[config.mk]
export PLATFORM = sky130hd
export DESIGN_NAME = pipe_hazard_ctrl
export DESIGN_NICKNAME = d
export VERILOG_FILES = /design/src/rtl/pipe_hazard_ctrl.sv
export SDC_FILE = /design/constraint.sdc
export NUM_CORES = 1
export LEC_CHECK = 0
export CORE_MARGIN = 4
export CORE_UTILIZATION = 36
export CTS_BUF_LIST = sky130_fd_sc_hd__clkbuf_16
export CTS_CLUSTER_SIZE = 16
export DETAILED_ROUTE_END_ITERATION = 6
export GPL_TIMING_DRIVEN = 1
export PLACE_DENSITY = 0.93
export SYNTH_ARGS = -nofsm -noshare
export SYNTH_HDL_FRONTEND = slang
export SYNTH_SLANG_ARGS = --single-unit
[constraint.sdc]
create_clock -name i_clk -period 2.1 [get_ports i_clk]
set_input_delay 0.42 -clock i_clk [delete_from_list [all_inputs] [get_ports i_clk]]
set_output_delay 0.42 -clock i_clk [all_outputs]
set_load 0.02 [all_outputs]
[src/rtl/pipe_hazard_ctrl.sv]
// Stall/flush sequencer for the 5-stage pipeline: post-reset init window, load-use bubble,
// mispredict flush and data-memory back-pressure with timeout. Macro PERF_CNT_EN adds perf counters.
module pipe_hazard_ctrl #(
  parameter int INIT_CYCLES = 2,
  parameter int MEM_TIMEOUT = 64,
  parameter int CNT_W       = 32
) (
  input  logic             i_clk,
  input  logic             i_reset_n,
  input  logic [4:0]       i_id_rs1,
  input  logic [4:0]       i_id_rs2,
  input  logic             i_id_use_rs1,
  input  logic             i_id_use_rs2,
  input  logic             i_ex_valid,
  input  logic [4:0]       i_ex_rd,
  input  logic             i_ex_memread,
  input  logic             i_ex_mispred,
  input  logic             i_mem_req,
  input  logic             i_mem_ready,
  output logic             o_pc_stall,
  output logic             o_ifid_stall,
  output logic             o_ifid_flush,
  output logic             o_idex_stall,
  output logic             o_idex_flush,
  output logic             o_exmem_stall,
  output logic             o_exmem_flush,
  output logic             o_memwb_stall,
  output logic             o_memwb_flush,
  output logic [1:0]       o_state,
  output logic             o_mem_timeout,
  output logic [CNT_W-1:0] o_stall_cnt,
  output logic [CNT_W-1:0] o_flush_cnt
);

  typedef enum logic [1:0] {
    S_INIT    = 2'd0,
    S_RUN     = 2'd1,
    S_MEMWAIT = 2'd2,
    S_LDUSE   = 2'd3
  } state_t;

  localparam int IW = $clog2(INIT_CYCLES + 1);
  localparam int WW = $clog2(MEM_TIMEOUT + 1);
  localparam logic [IW-1:0] INIT_LAST = IW'(INIT_CYCLES - 1);
  localparam logic [WW-1:0] WAIT_MAX  = WW'(MEM_TIMEOUT);

  state_t        state_q, state_d;
  logic [IW-1:0] init_cnt_q, init_cnt_d;
  logic [WW-1:0] wait_cnt_q, wait_cnt_d;
  logic          timeout_q, timeout_d;
  logic          loaduse, memwait;

  assign loaduse = i_ex_valid & i_ex_memread & (i_ex_rd != 5'd0) &
                   ((i_id_use_rs1 & (i_id_rs1 == i_ex_rd)) |
                    (i_id_use_rs2 & (i_id_rs2 == i_ex_rd)));
  assign memwait = i_mem_req & ~i_mem_ready;

  always_ff @(posedge i_clk) begin
    if (!i_reset_n) begin
      state_q    <= S_INIT;
      init_cnt_q <= '0;
      wait_cnt_q <= '0;
      timeout_q  <= 1'b0;
    end else begin
      state_q    <= state_d;
      init_cnt_q <= init_cnt_d;
      wait_cnt_q <= wait_cnt_d;
      timeout_q  <= timeout_d;
    end
  end

  always_comb begin
    state_d       = state_q;
    init_cnt_d    = init_cnt_q;
    wait_cnt_d    = wait_cnt_q;
    o_pc_stall    = 1'b0;
    o_ifid_stall  = 1'b0;
    o_ifid_flush  = 1'b0;
    o_idex_stall  = 1'b0;
    o_idex_flush  = 1'b0;
    o_exmem_stall = 1'b0;
    o_exmem_flush = 1'b0;
    o_memwb_flush = 1'b0;
    case (state_q)
      S_INIT: begin
        o_pc_stall    = 1'b1;
        o_ifid_flush  = 1'b1;
        o_idex_flush  = 1'b1;
        o_exmem_flush = 1'b1;
        o_memwb_flush = 1'b1;
        init_cnt_d    = init_cnt_q + IW'(1);
        if (init_cnt_q == INIT_LAST) state_d = S_RUN;
      end
      S_MEMWAIT: begin
        if (memwait) begin
          o_pc_stall    = 1'b1;
          o_ifid_stall  = 1'b1;
          o_idex_stall  = 1'b1;
          o_exmem_stall = 1'b1;
          o_memwb_flush = 1'b1;
          if (wait_cnt_q != WAIT_MAX) wait_cnt_d = wait_cnt_q + WW'(1);
        end else begin
          // Release cycle: a mispredict held frozen in EX is honoured now.
          wait_cnt_d = '0;
          state_d    = S_RUN;
          if (i_ex_mispred) begin
            o_ifid_flush = 1'b1;
            o_idex_flush = 1'b1;
          end
        end
      end
      default: begin
        if (memwait) begin
          o_pc_stall    = 1'b1;
          o_ifid_stall  = 1'b1;
          o_idex_stall  = 1'b1;
          o_exmem_stall = 1'b1;
          o_memwb_flush = 1'b1;
          wait_cnt_d    = WW'(1);
          state_d       = S_MEMWAIT;
        end else if (i_ex_mispred) begin
          o_ifid_flush = 1'b1;
          o_idex_flush = 1'b1;
          state_d      = S_RUN;
        end else if (loaduse && state_q == S_RUN) begin
          o_pc_stall   = 1'b1;
          o_ifid_stall = 1'b1;
          o_idex_flush = 1'b1;
          state_d      = S_LDUSE;
        end else begin
          state_d = S_RUN;
        end
      end
    endcase
    timeout_d = timeout_q | (wait_cnt_d == WAIT_MAX);
  end

  assign o_memwb_stall = 1'b0;
  assign o_state       = state_q;
  assign o_mem_timeout = timeout_q;

`ifdef PERF_CNT_EN
  logic [CNT_W-1:0] stall_cnt_q, flush_cnt_q;
  logic             flush_evt;

  assign flush_evt = (state_q != S_INIT) & ~memwait & i_ex_mispred;

  always_ff @(posedge i_clk) begin
    if (!i_reset_n) begin
      stall_cnt_q <= '0;
      flush_cnt_q <= '0;
    end else begin
      if (state_q != S_INIT && o_pc_stall) stall_cnt_q <= stall_cnt_q + CNT_W'(1);
      if (flush_evt) flush_cnt_q <= flush_cnt_q + CNT_W'(1);
    end
  end

  assign o_stall_cnt = stall_cnt_q;
  assign o_flush_cnt = flush_cnt_q;
`else
  assign o_stall_cnt = '0;
  assign o_flush_cnt = '0;
`endif

endmodule

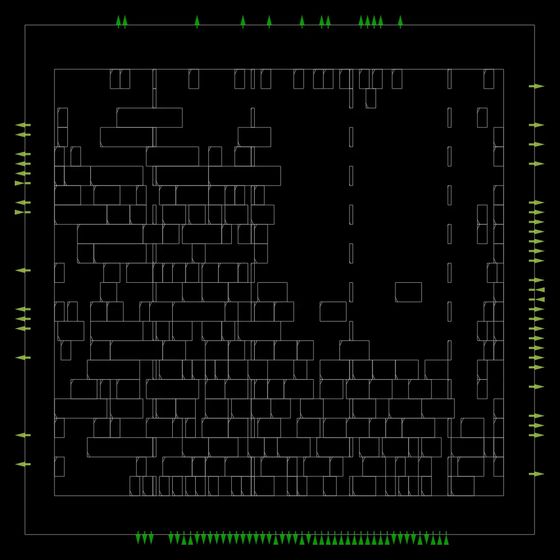
(placement view)
fin util: 46.4%
post-layout instance count excluding filler cells: 273
share of cell area taken by flip-flops and latches: 13.7%
count of sequential standard cells: 12
number of core rows: 22

==> results_tabular.tex <==
% Table of physical implementation metrics
\begin{tabular}{lr}
\hline
Metric & Value \\
\hline
\multicolumn{2}{l}{\textbf{Outcome}} \\
\quad Result of the run & complete, no violations \\
\multicolumn{2}{l}{\textbf{Drt}} \\
\quad DR WL met2 & 1740 um \\
\quad Top layer used by detailed routing & met4 \\
\quad Remaining routing DRC violations & 0 \\
\quad Via count of the routed design & 1170 \\
\quad Remaining number of nets flagged by the antenna check after routing & 0 \\
\multicolumn{2}{l}{\textbf{Final layout}} \\
\quad Footprint of the flip-flops and latches & 240 sq um \\
\quad Flip-flop count of the largest register after layout & 7 \\
\multicolumn{2}{l}{\textbf{STA}} \\
\quad Final Worst Setup Slack & 0.0492 ns \\
\quad Highest Clock Rate & 488 MHz \\
\quad Period utilization & 97.7\% \\
\quad Worst Hold Margin & 0.498 ns \\
\multicolumn{2}{l}{\textbf{Pwr}} \\
\quad Switching Fraction & 39.2\% \\
\quad Reported clock group power & 0.339 mW \\
\quad Relative contribution of the clock network to total power & 25.5\% \\
\quad Logic gate share of total power & 50.9\% \\
\quad Sequential Power & 0.314 mW \\
\quad Power density relative to cell area & 760 nW/um\^{}2 \\
\quad Heaviest power group & combinational cells \\
\multicolumn{2}{l}{\textbf{Worst setup path}} \\
\quad Depth of the worst register-to-register path & 7 \\
\quad Start-to-end type of the worst setup path & input pin to primary output \\
\quad Critical R2R Capture & o\_mem\_timeout\$\_SDFF\_PN0\_ \\
\multicolumn{2}{l}{\textbf{Global route}} \\
\quad Wire length of the first global-routing pass & 4740 um \\
\multicolumn{2}{l}{\textbf{Placed design}} \\
\quad IO Port Bufs & 34 \\
\multicolumn{2}{l}{\textbf{Yosys}} \\
\quad Adder-cell area share of the yosys netlist & 2.59\% \\
\quad Total cells reported by yosys after synthesis & 182 \\
\quad Multiplexer fraction of the synthesized cell area & 0\% \\
\quad Simple share & 20.8\% \\
\multicolumn{2}{l}{\textbf{CTS}} \\
\quad Clock Root Buffer & clkbuf\_16 \\
\hline
\end{tabular}
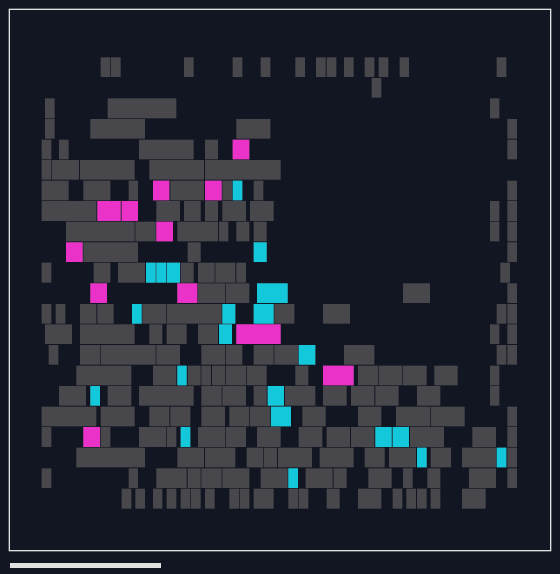
(selected gate families)
Bar = 20 um.
cyan -> nand cells  # cells 21, most used nand2_1
magenta -> and/or cells  # cells 12
most frequently placed logic cell in the final layout: conb_1
Comb/total area: 53.3%

Power is estimated from default activity; no workload was simulated.
